$ cat src/rtl/instr_rom_loader_pkg.sv
// Shared types and widths for the instruction-memory boot loader.
// No timing of its own; pure declarations.
// No backpressure; pure declarations.
//
// Contents: loader state encoding, bus widths, and a byte-address helper.

package instr_rom_loader_pkg;

    localparam int BYTE_W = 8;   // stream byte width
    localparam int WORD_W = 32;  // instruction word width
    localparam int ADDR_W = 32;  // memory byte-address width
    localparam int HDR_W  = 16;  // word-count header width

    typedef enum logic [2:0] {
        LD_IDLE  = 3'd0,
        LD_HDR0  = 3'd1,   // waiting for N[7:0]
        LD_HDR1  = 3'd2,   // waiting for N[15:8]
        LD_DATA  = 3'd3,   // collecting the four bytes of a word
        LD_WRITE = 3'd4,   // single-cycle memory write strobe
        LD_DONE  = 3'd5,   // image loaded, core released
        LD_ERR   = 3'd6    // header asked for more words than the memory holds
    } ld_state_e;

    // Byte address of word idx in a word-addressed memory starting at base.
    function automatic logic [ADDR_W-1:0] word_byte_addr(input logic [ADDR_W-1:0] base,
                                                         input logic [ADDR_W-1:0] idx);
        return base + (idx << 2);
    endfunction

endpackage

$ cat src/rtl/instr_rom_loader_if.sv
// Byte-stream input and memory write port of the boot loader.
// Latency is set by the modules that drive it; the interface only carries wires.
// Backpressure: rx_ready from the loader stalls the byte source; the memory port has none.
//
// Modports:
//   master - the loader: consumes rx_valid/rx_data, drives rx_ready and the memory write port
//   slave  - the system side: byte source plus instruction memory

interface instr_rom_loader_if;
    import instr_rom_loader_pkg::*;

    logic              rx_valid;
    logic [BYTE_W-1:0] rx_data;
    logic              rx_ready;
    logic              mem_we;
    logic [ADDR_W-1:0] mem_addr;
    logic [WORD_W-1:0] mem_wdata;

    modport master (
        input  rx_valid,
        input  rx_data,
        output rx_ready,
        output mem_we,
        output mem_addr,
        output mem_wdata
    );

    modport slave (
        output rx_valid,
        output rx_data,
        input  rx_ready,
        input  mem_we,
        input  mem_addr,
        input  mem_wdata
    );

endinterface

$ cat src/rtl/instr_rom_loader_byte_packer.sv
// Packs a little-endian byte stream into 32-bit words (first byte lands in [7:0]).
// Latency: word updates the cycle after each shift; word_full is combinational on the 4th shift.
// Backpressure: none; the owner only asserts shift_en on an accepted byte.
//
// Ports: clk, rst (sync, active-high), clear (drop partial word), shift_en, byte_in,
//        word (packed result), word_full (this shift completes the word).

module instr_rom_loader_byte_packer
    import instr_rom_loader_pkg::*;
(
    input  logic              clk,
    input  logic              rst,
    input  logic              clear,
    input  logic              shift_en,
    input  logic [BYTE_W-1:0] byte_in,
    output logic [WORD_W-1:0] word,
    output logic              word_full
);

    logic [1:0] lane_cnt;

    always_ff @(posedge clk) begin
        if (rst || clear) begin
            word     <= '0;
            lane_cnt <= '0;
        end else if (shift_en) begin
            // Shift right so that after four bytes the first one sits in lane 0.
            word     <= {byte_in, word[WORD_W-1:BYTE_W]};
            lane_cnt <= lane_cnt + 2'd1;
        end
    end

    assign word_full = shift_en && (lane_cnt == 2'd3);

endmodule

$ cat src/rtl/instr_rom_loader.sv
// Boot loader: header N + 4*N bytes -> N little-endian words written to instruction memory.
// Latency: mem_we is asserted the cycle after the 4th byte of a word; done pulses on entry to DONE.
// Backpressure: rx_ready drops for one cycle per word (the WRITE cycle); the source may stall freely.
//
// Ports: clk, rst (sync, active-high), load_en (arm a load from IDLE/DONE/ERR),
//        bus (master: byte stream in, memory write port out),
//        cpu_hold (core reset, low only in DONE), busy, done (pulse), error (level in ERR).

module instr_rom_loader
    import instr_rom_loader_pkg::*;
#(
    parameter int                DEPTH     = 4096,
    parameter logic [ADDR_W-1:0] BASE_ADDR = 32'h0
) (
    input  logic               clk,
    input  logic               rst,
    input  logic               load_en,
    instr_rom_loader_if.master bus,
    output logic               cpu_hold,
    output logic               busy,
    output logic               done,
    output logic               error
);

    // k must reach DEPTH itself (one past the last index), hence the extra bit.
    localparam int          K_W     = $clog2(DEPTH) + 1;
    localparam logic [31:0] DEPTH_U = 32'(DEPTH);

    ld_state_e         state;
    ld_state_e         state_nxt;
    logic [BYTE_W-1:0] n_lo;
    logic [HDR_W-1:0]  n_words;
    logic [K_W-1:0]    k;
    logic [K_W-1:0]    k_inc;
    logic              done_q;
    logic              xfer;
    logic [HDR_W-1:0]  n_hdr;
    logic              word_full;
    logic [WORD_W-1:0] word;

    assign bus.rx_ready = (state == LD_HDR0) || (state == LD_HDR1) || (state == LD_DATA);
    assign xfer         = bus.rx_valid && bus.rx_ready;
    // Full header as it stands while the high byte is on the bus.
    assign n_hdr        = {bus.rx_data, n_lo};
    assign k_inc        = k + K_W'(1);

    // Partial word is dropped outside DATA, so each word starts from lane 0.
    instr_rom_loader_byte_packer u_packer (
        .clk       (clk),
        .rst       (rst),
        .clear     (state != LD_DATA),
        .shift_en  (xfer && (state == LD_DATA)),
        .byte_in   (bus.rx_data),
        .word      (word),
        .word_full (word_full)
    );

    always_ff @(posedge clk) begin
        if (rst) begin
            state <= LD_IDLE;
        end else begin
            state <= state_nxt;
        end
    end

    always_comb begin
        state_nxt = state;
        case (state)
            LD_IDLE, LD_DONE, LD_ERR: begin
                if (load_en) begin
                    state_nxt = LD_HDR0;
                end
            end
            LD_HDR0: begin
                if (xfer) begin
                    state_nxt = LD_HDR1;
                end
            end
            LD_HDR1: begin
                if (xfer) begin
                    if (n_hdr == '0) begin
                        state_nxt = LD_DONE;
                    end else if (32'(n_hdr) > DEPTH_U) begin
                        state_nxt = LD_ERR;
                    end else begin
                        state_nxt = LD_DATA;
                    end
                end
            end
            LD_DATA: begin
                if (word_full) begin
                    state_nxt = LD_WRITE;
                end
            end
            LD_WRITE: begin
                if (32'(k_inc) == 32'(n_words)) begin
                    state_nxt = LD_DONE;
                end else begin
                    state_nxt = LD_DATA;
                end
            end
            default: state_nxt = LD_IDLE;
        endcase
    end

    always_ff @(posedge clk) begin
        if (rst) begin
            n_lo    <= '0;
            n_words <= '0;
            k       <= '0;
            done_q  <= 1'b0;
        end else begin
            done_q <= (state_nxt == LD_DONE) && (state != LD_DONE);
            if (state == LD_HDR0 && xfer) begin
                n_lo <= bus.rx_data;
            end
            if (state == LD_HDR1 && xfer) begin
                n_words <= n_hdr;
            end
            // Every new load restarts at word 0; k advances once per write.
            if (state_nxt == LD_HDR0 && state != LD_HDR0) begin
                k <= '0;
            end else if (state == LD_WRITE) begin
                k <= k_inc;
            end
        end
    end

    assign bus.mem_we    = (state == LD_WRITE);
    assign bus.mem_addr  = word_byte_addr(BASE_ADDR, 32'(k));
    assign bus.mem_wdata = word;

    assign cpu_hold = (state != LD_DONE);
    assign busy     = (state == LD_HDR0) || (state == LD_HDR1) ||
                      (state == LD_DATA) || (state == LD_WRITE);
    assign done     = done_q;
    assign error    = (state == LD_ERR);

endmodule
$ cat src/flat_wrapper.sv
// flat-port wrapper written by rule: the top's interface ports become plain ports
module instr_rom_loader_flat import instr_rom_loader_pkg::*;
#(
    parameter int                DEPTH     = 4096,
    parameter logic [ADDR_W-1:0] BASE_ADDR = 32'h0
)
  (clk, rst, load_en, cpu_hold, busy, done, error, bus_rx_valid, bus_rx_data, bus_rx_ready, bus_mem_we, bus_mem_addr, bus_mem_wdata);
  instr_rom_loader_if bus_i ();
  input  logic clk;
  input  logic rst;
  input  logic load_en;
  output logic cpu_hold;
  output logic busy;
  output logic done;
  output logic error;
  input wire logic [$bits(bus_i.rx_valid)-1:0] bus_rx_valid;
  input wire logic [$bits(bus_i.rx_data)-1:0] bus_rx_data;
  output wire logic [$bits(bus_i.rx_ready)-1:0] bus_rx_ready;
  output wire logic [$bits(bus_i.mem_we)-1:0] bus_mem_we;
  output wire logic [$bits(bus_i.mem_addr)-1:0] bus_mem_addr;
  output wire logic [$bits(bus_i.mem_wdata)-1:0] bus_mem_wdata;
  assign bus_i.rx_valid = bus_rx_valid;
  assign bus_i.rx_data = bus_rx_data;
  assign bus_rx_ready = bus_i.rx_ready;
  assign bus_mem_we = bus_i.mem_we;
  assign bus_mem_addr = bus_i.mem_addr;
  assign bus_mem_wdata = bus_i.mem_wdata;
  instr_rom_loader #(.DEPTH(DEPTH), .BASE_ADDR(BASE_ADDR)) u_core (.clk(clk), .rst(rst), .load_en(load_en), .bus(bus_i), .cpu_hold(cpu_hold), .busy(busy), .done(done), .error(error));
endmodule
$ cat config.mk
export PLATFORM = sky130hd
export DESIGN_NAME = instr_rom_loader_flat
export DESIGN_NICKNAME = d
export VERILOG_FILES = /design/src/rtl/instr_rom_loader_pkg.sv /design/src/rtl/instr_rom_loader_if.sv /design/src/rtl/instr_rom_loader_byte_packer.sv /design/src/rtl/instr_rom_loader.sv /design/src/flat_wrapper.sv
export SDC_FILE = /design/constraint.sdc
export NUM_CORES = 1
export LEC_CHECK = 0
export ABC_CLOCK_PERIOD_IN_PS = 3950
export CAP_MARGIN = 20
export CORE_MARGIN = 4
export CORE_UTILIZATION = 53
export DETAILED_ROUTE_END_ITERATION = 6
export GPL_TIMING_DRIVEN = 0
export PLACE_DENSITY = 0.94
export REMOVE_ABC_BUFFERS = 1
export SLEW_MARGIN = 0
export SYNTH_ARGS = -nofsm -noshare
export SYNTH_HDL_FRONTEND = slang
export SYNTH_SLANG_ARGS = --single-unit
$ cat constraint.sdc
create_clock -name clk -period 3.95 [get_ports clk]
set_clock_uncertainty 0.15 [all_clocks]
set_input_delay 0.79 -clock clk [delete_from_list [all_inputs] [get_ports clk]]
set_output_delay 0.79 -clock clk [all_outputs]
set_load 0.01 [all_outputs]
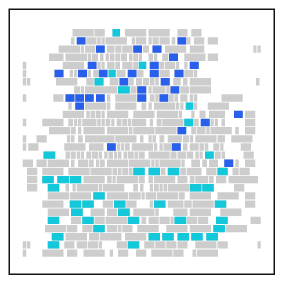
Figure 1: selected gate families.
(3 px per µm)
legend:
  cyan:
    family: AND-OR and OR-AND gates
    cells: 42
  blue:
    family: XOR/XNOR gates
    cells: 32
highest-count logic cell in the final layout: dfxtp_1
logic share of the area: 40.4%
final std cells w/o fill: 510

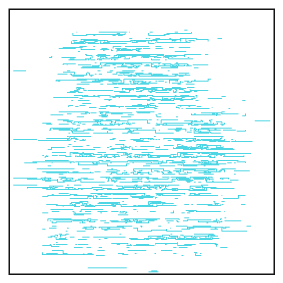
Figure 2: the metal 1 layer.
(3 px per µm)
share of all routed wire: 40%
longest straight run: 18.4 µm
main direction: horizontal
detailed-route via count: 3001
GR Util met1: 26.0%
routed wire length: 8450 µm

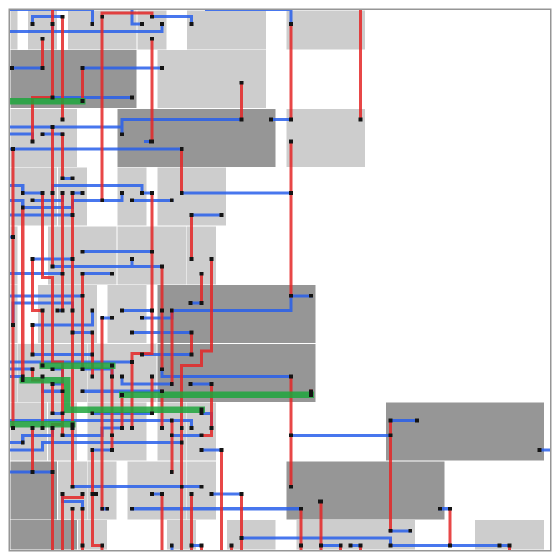
Figure 3: close-up of the layout.
Window x 53 to 78, y 53 to 78 µm. Cells in gray, sequential cells in the stronger gray; small squares are vias.
legend:
  blue:
    layer: met1
  red:
    layer: met2
  green:
    layer: met3
cells with their middle in the window: 39
sequential cells in the window: 6
most frequent: nor2_1 (7), dfxtp_1 (6)
netlist names of flops here include: `u_core.k` (4)

==> impl_metrics.py <==
# Physical implementation metrics
metrics = {
    "run_status": {
        "outcome": "finished clean",
    },
    "layout": {
        "dominant_cells": "multi-input combinational cells",
        "flop-count": 75,
        "buf_share_pct": 16.7,
        "fillers": 431,
        "comb_cells": 273,
        "finalCoreUtilization_pct": 69.5,
        "clockNetworkAreaShare_pct": 4.61,
    },
    "synth": {
        "synthFlopType": "dfxtp_1",
        "ys_cells": 377,
        "synthAoiAreaFrac_pct": 21.1,
        "xor_share_pct": 8.30,
        "synth.distinct_cells": 42,
        "ys_sh_adder_pct": 0.741,
    },
    "routing": {
        "routed_via_density": 5.88,
        "drc": 0,
    },
    "hold_path": {
        "hold_start": "u_core.n_lo[1]",
    },
    "setup_path": {
        "reg2reg_to": "u_core.done",
        "path_class": "in -> reg",
        "setup.worst_path.end_class": "register",
        "worst_setup_path_start_kind": "input pin",
        "startpoint": "bus_rx_valid",
        "crit_arrival_ns": 3.67,
        "rrSetupSlack_ns": 1.15,
    },
    "power": {
        "power_switching_mw": 0.430,
    },
    "place": {
        "gp_congestion": 0.846,
        "placed_cells": 492,
        "port_buffers": 62,
    },
    "sta": {
        "rsz0062_at_grt": "no",
        "final_hold_viol_count": 0,
    },
    "global_route": {
        "overflow": 0,
    },
    "die": {
        "n_tap_cell": 75,
        "rows": 28,
        "dieArea_mm2": 0.00771,
    },
    "run": {
        "cap_violations": 0,
    },
    "clock_network": {
        "cts_root_buffer": "clkbuf_8",
        "htreeDepth": 3,
    },
}
## routing by layer
layer | GRT usage, % | wire [µm] | up-vias
met5 | 0 | 0 | -
met4 | 9.48 | 218 | 0
met3 | 6.49 | 597 | 25
met2 | 38.0 | 4290 | 145
met1 | 26.0 | 3340 | 1423
li1 | - | - | 1408
## sequential cells by signal, summed over array words and instances (netlist names)
register                  count
u_core.u_packer.word         32
u_core.n_words               16
u_core.k                     13
u_core.n_lo                   8
u_core.state                  3
u_core.u_packer.lane_cnt      2
u_core.done                   1
## power by group through the flow
stage / clock, mW / combinational, mW / sequential, mW
2_1_floorplan: 0 / 0.102 / 0.814
3_3_place_gp: 0 / 0.174 / 0.816
3_5_place_dp: 0 / 0.184 / 0.817
4_1_cts: 0.584 / 0.187 / 0.799
5_1_grt: 0.636 / 0.214 / 0.803
6_report: 0.582 / 0.196 / 0.801
## synthesized netlist by cell type, types with 2 or more instances
| cell | count | area share [%] |
|---|---|---|
| ha_1 | 2 | 0.74 |
| nand2_1 | 61 | 6.8 |
| dfxtp_1 | 75 | 44 |
| nor3b_1 | 2 | 0.44 |
| nand3_1 | 7 | 1.0 |
| nor4_1 | 6 | 1.1 |
| nor2_1 | 32 | 3.6 |
| a31o_2 | 2 | 0.52 |
| buf_1 | 2 | 0.22 |
| and3_1 | 2 | 0.37 |
| buf_2 | 2 | 0.30 |
| buf_4 | 19 | 4.2 |
| nor3_1 | 7 | 1.0 |
| inv_1 | 5 | 0.56 |
| xor2_1 | 7 | 1.8 |
| o221a_2 | 33 | 11 |
| o21a_1 | 4 | 0.89 |
| xnor2_1 | 25 | 6.5 |
| o21ai_0 | 3 | 0.44 |
| a21oi_1 | 28 | 4.1 |
| clkbuf_1 | 19 | 2.1 |
| nand4_1 | 3 | 0.56 |
| or3_1 | 4 | 0.74 |
| nor2b_1 | 6 | 1.1 |
| a311oi_1 | 4 | 1.0 |
## critical path: stages
cell and delay (ns):
clkdlybuf4s50_1 0.83, buf_16 0.24, nor2b_1 0.40, nand2_2 0.32, o311a_1 0.49, a21oi_1 0.13
a31o_2 0.35, nor3_1 0.10
## layout by cell type (no fill, tap or decap), types with 4 or more instances in the layout
master | synthesis | final
clkdlybuf4s50_1 | 0 | 62
nor2b_1 | 6 | 6
a311oi_1 | 4 | 4
or3_1 | 4 | 4
xnor2_1 | 25 | 25
o21a_1 | 4 | 4
xor2_1 | 7 | 7
dfxtp_1 | 75 | 75
nand3_1 | 7 | 7
conb_1 | 1 | 19
o221a_2 | 33 | 33
nor2_1 | 32 | 32
clkbuf_8 | 0 | 9
nor3_1 | 7 | 6
nand2_1 | 61 | 60
a21oi_1 | 28 | 28
inv_1 | 5 | 5
nor4_1 | 6 | 6
## kinds of logic (layout without fill, tap and decap cells)
family	Yosys count	in the layout
adders and majority gates	2	2
muxes	1	1
buffers and inverters	47	87
and+or+nand+nor	134	134
xor gates and xnor gates	32	32
DFF	75	75
other	1	19
AOI/OAI and AO/OA	85	85
## what timing repair did
action                     CTS  global route
setup endpoints to repair    0             2
hold buffers                 0             0
gates resized                0             1
Power is estimated from default activity; no workload was simulated.
